===== config.mk =====
export PLATFORM = sky130hd
export DESIGN_NAME = dec_control
export DESIGN_NICKNAME = d
export VERILOG_FILES = /design/src/rtl/dec_control.sv
export SDC_FILE = /design/constraint.sdc
export NUM_CORES = 1
export LEC_CHECK = 0
export CAP_MARGIN = 30
export CORE_MARGIN = 1.5
export CORE_UTILIZATION = 45
export CTS_BUF_LIST = sky130_fd_sc_hd__clkbuf_4 sky130_fd_sc_hd__clkbuf_8
export DETAILED_ROUTE_END_ITERATION = 10
export PLACE_DENSITY = 0.75
export RECOVER_POWER = 50
export SETUP_SLACK_MARGIN = 0.1
export SLEW_MARGIN = 15
export SYNTH_ARGS = -nofsm -noshare
export SYNTH_HDL_FRONTEND = slang
export SYNTH_SLANG_ARGS = --single-unit

===== constraint.sdc =====
create_clock -name clk -period 1.64 [get_ports clk]
set_clock_uncertainty 0.15 [all_clocks]
set_input_delay 0.328 -clock clk [delete_from_list [all_inputs] [get_ports clk]]
set_output_delay 0.328 -clock clk [all_outputs]
set_load 0.02 [all_outputs]

===== src/rtl/dec_control.sv =====
// dec_control: cycle-count sequencer for the VAE decoder datapath.
//
// After a one-cycle start pulse in IDLE the block enters RUN and counts clock
// cycles. The dec1/dec2/dec3 stage holds are released (driven 0) in order at
// fixed counter values that cover each stage's MAC latency plus the latency of
// the activation that follows it. When the final sigmoid has had time to
// settle the block enters DONE, raises a sticky done_flag with a one-cycle
// done_pulse, and holds every stage running until the consumer acknowledges.
//
// Ports:
//   clk        in   system clock, rising edge
//   reset      in   asynchronous, active-low; clears all state
//   start      in   begin decode (sampled only in IDLE)
//   ack        in   consumer acknowledge (sampled only in DONE)
//   abort      in   synchronous abort, highest priority, returns to IDLE
//   dec1_start out  dec1 hold: 1 = held in reset, 0 = running
//   dec2_start out  dec2 hold, same encoding
//   dec3_start out  dec3 hold, same encoding
//   busy       out  1 while in RUN
//   done_flag  out  1 while in DONE
//   done_pulse out  one-cycle pulse on DONE entry
//   debug_cc   out  current cycle counter value
module dec_control #(
  parameter int OFFSET  = 2,
  parameter int DEC1_CC = 8,
  parameter int ACT1    = 3,
  parameter int DEC2_CC = 12,
  parameter int ACT2    = 3,
  parameter int DEC3_CC = 8,
  parameter int SIGMOID = 3,
  parameter int CNT_W   = 7
) (
  input  logic             clk,
  input  logic             reset,
  input  logic             start,
  input  logic             ack,
  input  logic             abort,
  output logic             dec1_start,
  output logic             dec2_start,
  output logic             dec3_start,
  output logic             busy,
  output logic             done_flag,
  output logic             done_pulse,
  output logic [CNT_W-1:0] debug_cc
);

  // Release times, in counter values seen during RUN.
  localparam int T1 = OFFSET;
  localparam int T2 = T1 + DEC1_CC + ACT1;
  localparam int T3 = T2 + DEC2_CC + ACT2;
  localparam int TD = T3 + DEC3_CC + SIGMOID;

  // The release points must be strictly ordered and the counter must be able
  // to reach TD without wrapping.
  generate
    if (!(T1 < T2 && T2 < T3 && T3 < TD && TD < (1 << CNT_W))) begin : g_bad_timing
      $error("dec_control: release times must satisfy T1 < T2 < T3 < TD < 2**CNT_W");
    end
  endgenerate

  localparam logic [CNT_W-1:0] T1_CC = T1[CNT_W-1:0];
  localparam logic [CNT_W-1:0] T2_CC = T2[CNT_W-1:0];
  localparam logic [CNT_W-1:0] T3_CC = T3[CNT_W-1:0];
  localparam logic [CNT_W-1:0] TD_CC = TD[CNT_W-1:0];

  typedef enum logic [1:0] {
    IDLE = 2'd0,
    RUN  = 2'd1,
    DONE = 2'd2
  } state_t;

  state_t           state;
  logic [CNT_W-1:0] cc;

  always_ff @(posedge clk or negedge reset) begin
    if (!reset) begin
      state      <= IDLE;
      cc         <= '0;
      dec1_start <= 1'b1;
      dec2_start <= 1'b1;
      dec3_start <= 1'b1;
      busy       <= 1'b0;
      done_flag  <= 1'b0;
      done_pulse <= 1'b0;
    end else if (abort) begin
      state      <= IDLE;
      cc         <= '0;
      dec1_start <= 1'b1;
      dec2_start <= 1'b1;
      dec3_start <= 1'b1;
      busy       <= 1'b0;
      done_flag  <= 1'b0;
      done_pulse <= 1'b0;
    end else begin
      case (state)
        IDLE: begin
          // The counter stays at 0 on the entry edge; the first RUN edge
          // compares cc==0, so dec1 falls at E0+T1+1.
          if (start) begin
            state <= RUN;
            busy  <= 1'b1;
          end
        end

        RUN: begin
          if (cc == T1_CC) dec1_start <= 1'b0;
          if (cc == T2_CC) dec2_start <= 1'b0;
          if (cc == T3_CC) dec3_start <= 1'b0;
          if (cc == TD_CC) begin
            // Counter freezes at TD for the whole DONE phase.
            state      <= DONE;
            busy       <= 1'b0;
            done_flag  <= 1'b1;
            done_pulse <= 1'b1;
          end else begin
            cc <= cc + 1'b1;
          end
        end

        DONE: begin
          done_pulse <= 1'b0;
          // A start coinciding with ack is dropped, not remembered.
          if (ack) begin
            state      <= IDLE;
            cc         <= '0;
            dec1_start <= 1'b1;
            dec2_start <= 1'b1;
            dec3_start <= 1'b1;
            done_flag  <= 1'b0;
          end
        end

        default: begin
          state      <= IDLE;
          cc         <= '0;
          dec1_start <= 1'b1;
          dec2_start <= 1'b1;
          dec3_start <= 1'b1;
          busy       <= 1'b0;
          done_flag  <= 1'b0;
          done_pulse <= 1'b0;
        end
      endcase
    end
  end

  assign debug_cc = cc;

endmodule


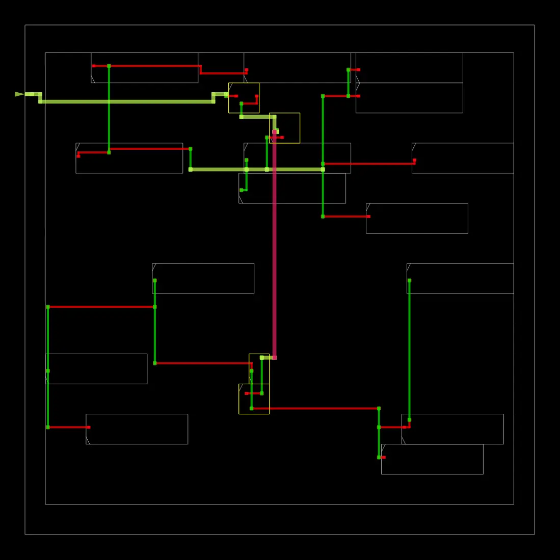
run_1/clock_nets.png
P_clk: 229 uW
Clock Latency Late Sink: 0.30 ns
Sink Count: 15

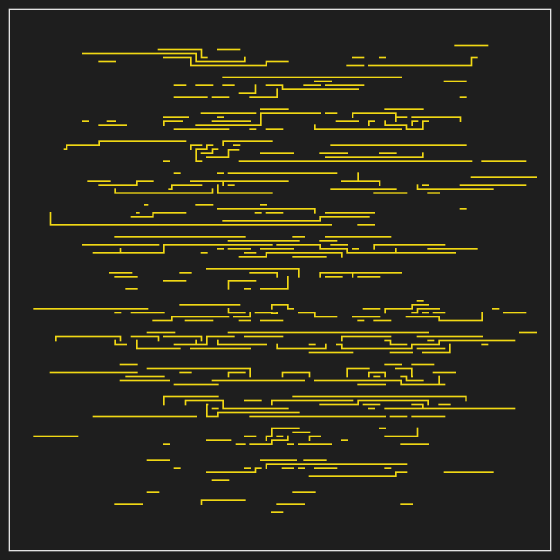
run_1/m1.png
- longest straight run: 23.9 um
- wire length on this layer: 925 um
M1 GR Usage: 27.5%
DRT Wirelength: 2.11 mm
Via Count: 809

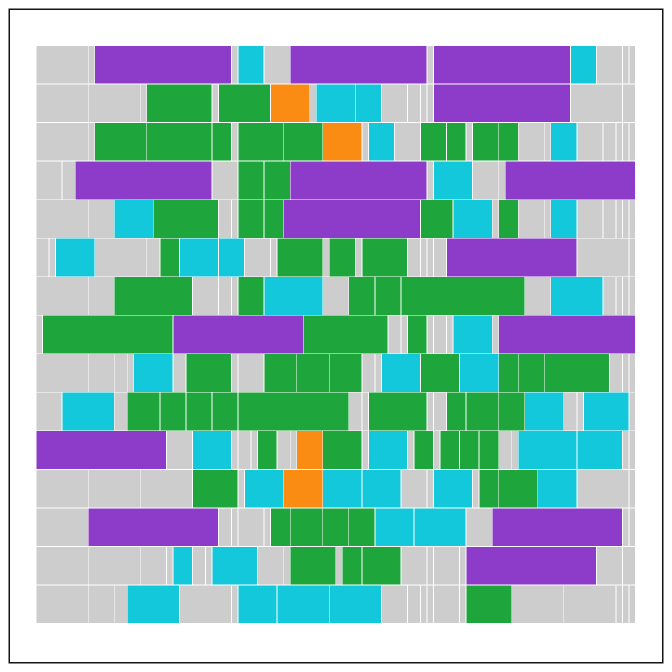
run_1/class_map.png
Fill, decap, tap and diode cells in gray.
- green: remaining logic cells (cells 64; share of their area 40%)
- orange: clock drivers and dummy loads (cells 4; share of their area 2.3%)
- cyan: remaining buffers and delay cells (cells 39; share of their area 25%)
- purple: registers (cells 15; share of their area 33%)
Util after Layout: 70.1%
core area: 1730 um^2
num rows: 15

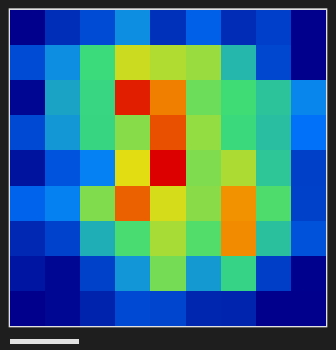
run_1/route_heat.png
Bar = 10 um. The die is cut into 9 by 9 equal tiles; dark blue is low, red is high, scaled to the fullest tile. Values are wire area over tile area, all layers added.
- mean over tiles: 0.16
- fullest tile: 0.45
- densest ninth of the die: center
- tiles over half the peak: 31%
- emptiest ninth of the die: south-west
- nearly empty tiles: 12%
All-Layer GR Usage: 20.7%
WL/cell: 14.3 um

==> reports/results.ini, run 1 <==
[cells_and_area]
clock_buffers = 3
layout.cells.non_filler = 147
drive_gt1_share_pct = 44.3
clkCellAreaFrac_pct = 2.27
n_all_buffers = 39
largest_cell_class = combinational gates
lay_top_count = buf_4
final_cell_mix = 20 x buf_4, 9 x nand2_1, 7 x dfrtp_1
seqAreaFraction_pct = 31.8
syn_to_final_growth_pct = 45.3
flop_area_um2 = 385
nFillCells = 139
logic_gate_count = 60
antenna_cells = 0

[die]
die_h_um = 46.0
fp_util_pct = 48.3
ioPinCount = 18
tap_cells = 25
die-area_um2 = 2120

[synth]
syn-instance-count = 82
async_flop_share_pct = 100
simple_gate_area_share_pct = 20.6
ys_cells = 82
synth_cell_type_count = 34
synth_adder_area_share_pct = 6.01
synth_nets = 91
ys_sh_mux_pct = 1.35
synth.avg_cell_area_um2 = 10.2
synth_area_leader_cell = dfrtp_1
ys_warn_count = 0
edf_count = 0
ys_seq_share_pct = 45.5
ys_sh_aoi_pct = 20.1
synth_area_um2 = 833
netlist.area_leader.share_pct = 36.0
xor_share_pct = 2.10
ys.flops = 15

[global_route]
grt_overflow_total = 0
grt_pass1_vias = 705
met2_usage_pct = 33.3
grt_max_degree = 16

[critical_path]
cp_max_fo = 6
start_kind = register
startpoint = debug_cc[0]
critPathBufInv = 0
end_kind = register
crit_end = debug_cc[0]
worstReg2RegEnd = debug_cc[0]
reg2reg_setup_slack_ns = -0.01
critPathArrivalTime_ns = 1.69
crit_required_ns = 1.68
crit_type = reg -> reg
critPathTopFamily = flip-flops
rr_worst_depth = 5
slowest_stage = dfrtp_2

[pwr]
comb-power_uw = 128
p_sw_share_pct = 28.7
p_sw_uw = 215
top_power_group = registers
p_int_uw = 535
power_density_nw_per_um2 = 619
power.total_uw = 750
leakagePower_nw = 0.552
power_frac_seq_pct = 52.4
p_comb_share_pct = 17.0
peakVddDrop_mv = 0.411
clock_power_share_pct = 30.6

[sta]
clock.fmax_ghz = 0.606
setup_slack_ns = -0.0103
rsz0062_at_grt = true
drv_slew = 0
timing.hold.ws_ns = 0.335
setup_viol = 1
slew_headroom_pct = 45.6

[status]
status = finished with violations
violations = negative setup slack

[routing]
top_layer = met4
wl_met2_mm = 1.07
drc = 0
drt-initial-drc-count = 19
dr_wl_met3_um = 90
dr.pass1.iters = 4
vias_per_cell = 5.50

[job]
warnings = 32
drv_cap = 0

[hold_path]
min_to = dec3_start
hold_class = reg -> reg
holdPathStages = 2

[clock_network]
post_cts_buffers = 4
clockRootBuffer = clkbuf_4
numCtsBuffers = 3
cts_max_level = 1
cts_tree = done
path_clk_slew_ns = 0.10
cts_hold_buffers = 0
cts_resized = 35

[placed_design]
gp_congestion = 0.762
place_area_um2 = 1140
pre_cts_ws_ns = -0.294

==> run 1 -> run 2 <==
--- a/config.mk
+++ b/config.mk
@@ -8,8 +8,8 @@
 export CAP_MARGIN = 30
 export CORE_MARGIN = 1.5
-export CORE_UTILIZATION = 45
+export CORE_UTILIZATION = 46
 export CTS_BUF_LIST = sky130_fd_sc_hd__clkbuf_4 sky130_fd_sc_hd__clkbuf_8
 export DETAILED_ROUTE_END_ITERATION = 10
-export PLACE_DENSITY = 0.75
+export PLACE_DENSITY = 0.76
 export RECOVER_POWER = 50
 export SETUP_SLACK_MARGIN = 0.1
--- a/constraint.sdc
+++ b/constraint.sdc
@@ -3,3 +3,3 @@
 set_input_delay 0.328 -clock clk [delete_from_list [all_inputs] [get_ports clk]]
 set_output_delay 0.328 -clock clk [all_outputs]
-set_load 0.02 [all_outputs]
+set_load 0.005 [all_outputs]
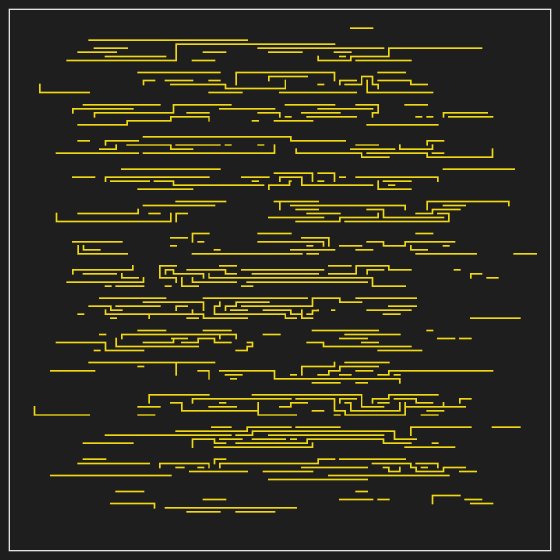
run_2/m1.png
- share of all routed wire: 41%
- wire length on this layer: 1200 um
- longest straight run: 13.8 um
- nets with wire on the layer: 133
DRT Wirelength: 2.95 mm
Via Count: 914
M1 GR Usage: 33.3%

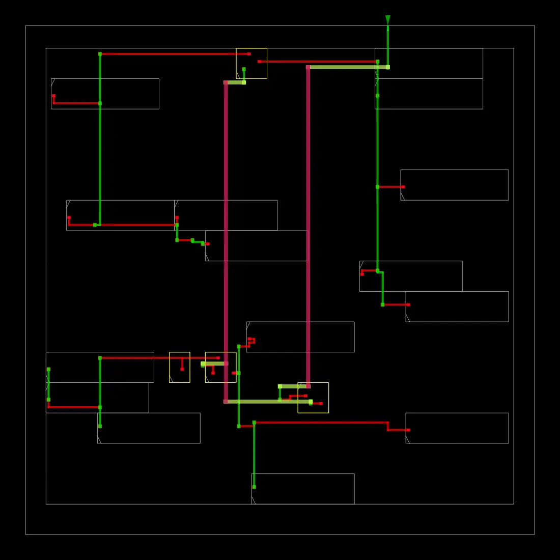
run_2/clock_nets.png
clock buffer count: 3
CTS Buf Count: 3

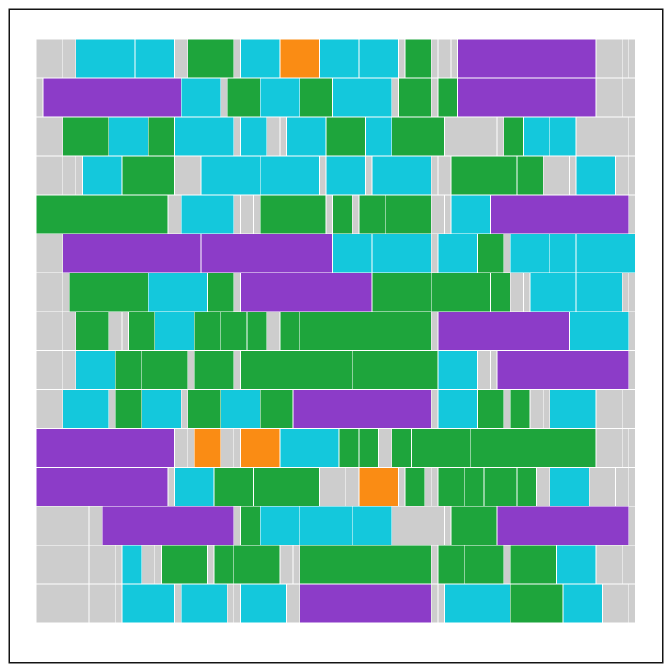
run_2/class_map.png
Fill, decap, tap and diode cells in gray.
- green: remaining logic cells (cells 64; share of their area 38%)
- cyan: remaining buffers and delay cells (cells 54; share of their area 33%)
- purple: registers (cells 15; share of their area 28%)
- orange: clock drivers and dummy loads (cells 4; share of their area 2.0%)
Finished Cell Area: 1420 um^2
flop share of the area: 27.1%
Util after Layout: 82.9%
core area: 1710 um^2

==> run 2 against run 1 <==
  * The flow still finishes with violations (negative setup slack)
  * Sequential power about the same
  * Combinational power up about 30%
  * Maximum frequency shrank 4.0%
  * Global-route usage up 6.1 points
  * Worst hold slack got worse by 0.059 ns
  * Count of clock-buffer cells in the layout did not move
  * Routed wire length increased by 40%
  * Synthesized cell count did not move
  * Die size fell by 2.0%
  * Critical path type unchanged
  * Critical endpoint is now busy
  * Highest routed layer unchanged
==> reports/results.ini, run 2 <==
[status]
status = finished with violations
violations = negative setup slack

[cells_and_area]
logic_gate_count = 60
lay_top_count = buf_4
nFillCells = 101
n_all_buffers = 54
layout.cells.non_filler = 162
drive_gt1_share_pct = 54.7
largest_cell_class = combinational gates
clkCellAreaFrac_pct = 1.94
flop_area_um2 = 384
antenna_cells = 0
syn_to_final_growth_pct = 70.0

[critical_path]
critPathBufInv = 1
worstReg2RegEnd = busy
end_kind = register
crit_type = reg -> reg
startpoint = debug_cc[4]
crit_end = busy
crit_required_ns = 1.68
critPathTopFamily = simple AND/OR/NAND/NOR gates
critPathArrivalTime_ns = 1.76
rr_worst_depth = 5
reg2reg_setup_slack_ns = -0.08
start_kind = register

[pwr]
p_sw_uw = 232
leakagePower_nw = 0.675
pg_clk_uw = 234
top_power_group = registers
power_frac_seq_pct = 49.4
peakVddDrop_mv = 0.450
power_density_nw_per_um2 = 557
comb-power_uw = 166
clock_power_share_pct = 29.6
p_sw_share_pct = 29.4
p_comb_share_pct = 21.0

[routing]
top_layer = met4
dr_wl_met3_um = 160
vias_per_cell = 5.64
dr.pass1.iters = 4
drc = 0
wl_met2_mm = 1.45

[clock_network]
path_clk_slew_ns = 0.11
cts_resized = 41
clock_latency_ns = 0.31
clockRootBuffer = clkbuf_4
cts_max_level = 1
cts_tree = done
cts_hold_buffers = 0

[sta]
timing.hold.ws_ns = 0.276
setup_viol = 7
clock.fmax_ghz = 0.582
drv_slew = 0
setup_slack_ns = -0.0792
rsz0062_at_grt = true

[synth]
synth_area_um2 = 833
synth_cell_type_count = 34
async_flop_share_pct = 100
ys_sh_mux_pct = 1.35
ys.flops = 15
synth_nets = 91
xor_share_pct = 2.10
ys_sh_aoi_pct = 20.1
synth_adder_area_share_pct = 6.01
netlist.area_leader.share_pct = 36.0
syn-instance-count = 82
ys_warn_count = 0
simple_gate_area_share_pct = 20.6
ys_cells = 82
synth.avg_cell_area_um2 = 10.2
synth_area_leader_cell = dfrtp_1
ys_seq_share_pct = 45.5

[die]
die_h_um = 45.6
ioPinCount = 18
fp_util_pct = 48.8
placementRows = 15
tap_cells = 25

[global_route]
grt_overflow_total = 0
met2_usage_pct = 43.4
grt_usage_pct = 26.8

[placed_design]
pre_cts_ws_ns = -0.284
gp_congestion = 0.870
place_area_um2 = 1140

[hold_path]
hold_class = in -> reg
holdPathStages = 4
min_to = state[1]

[job]
warnings = 32
drv_cap = 0

Power is estimated from default activity; no workload was simulated.
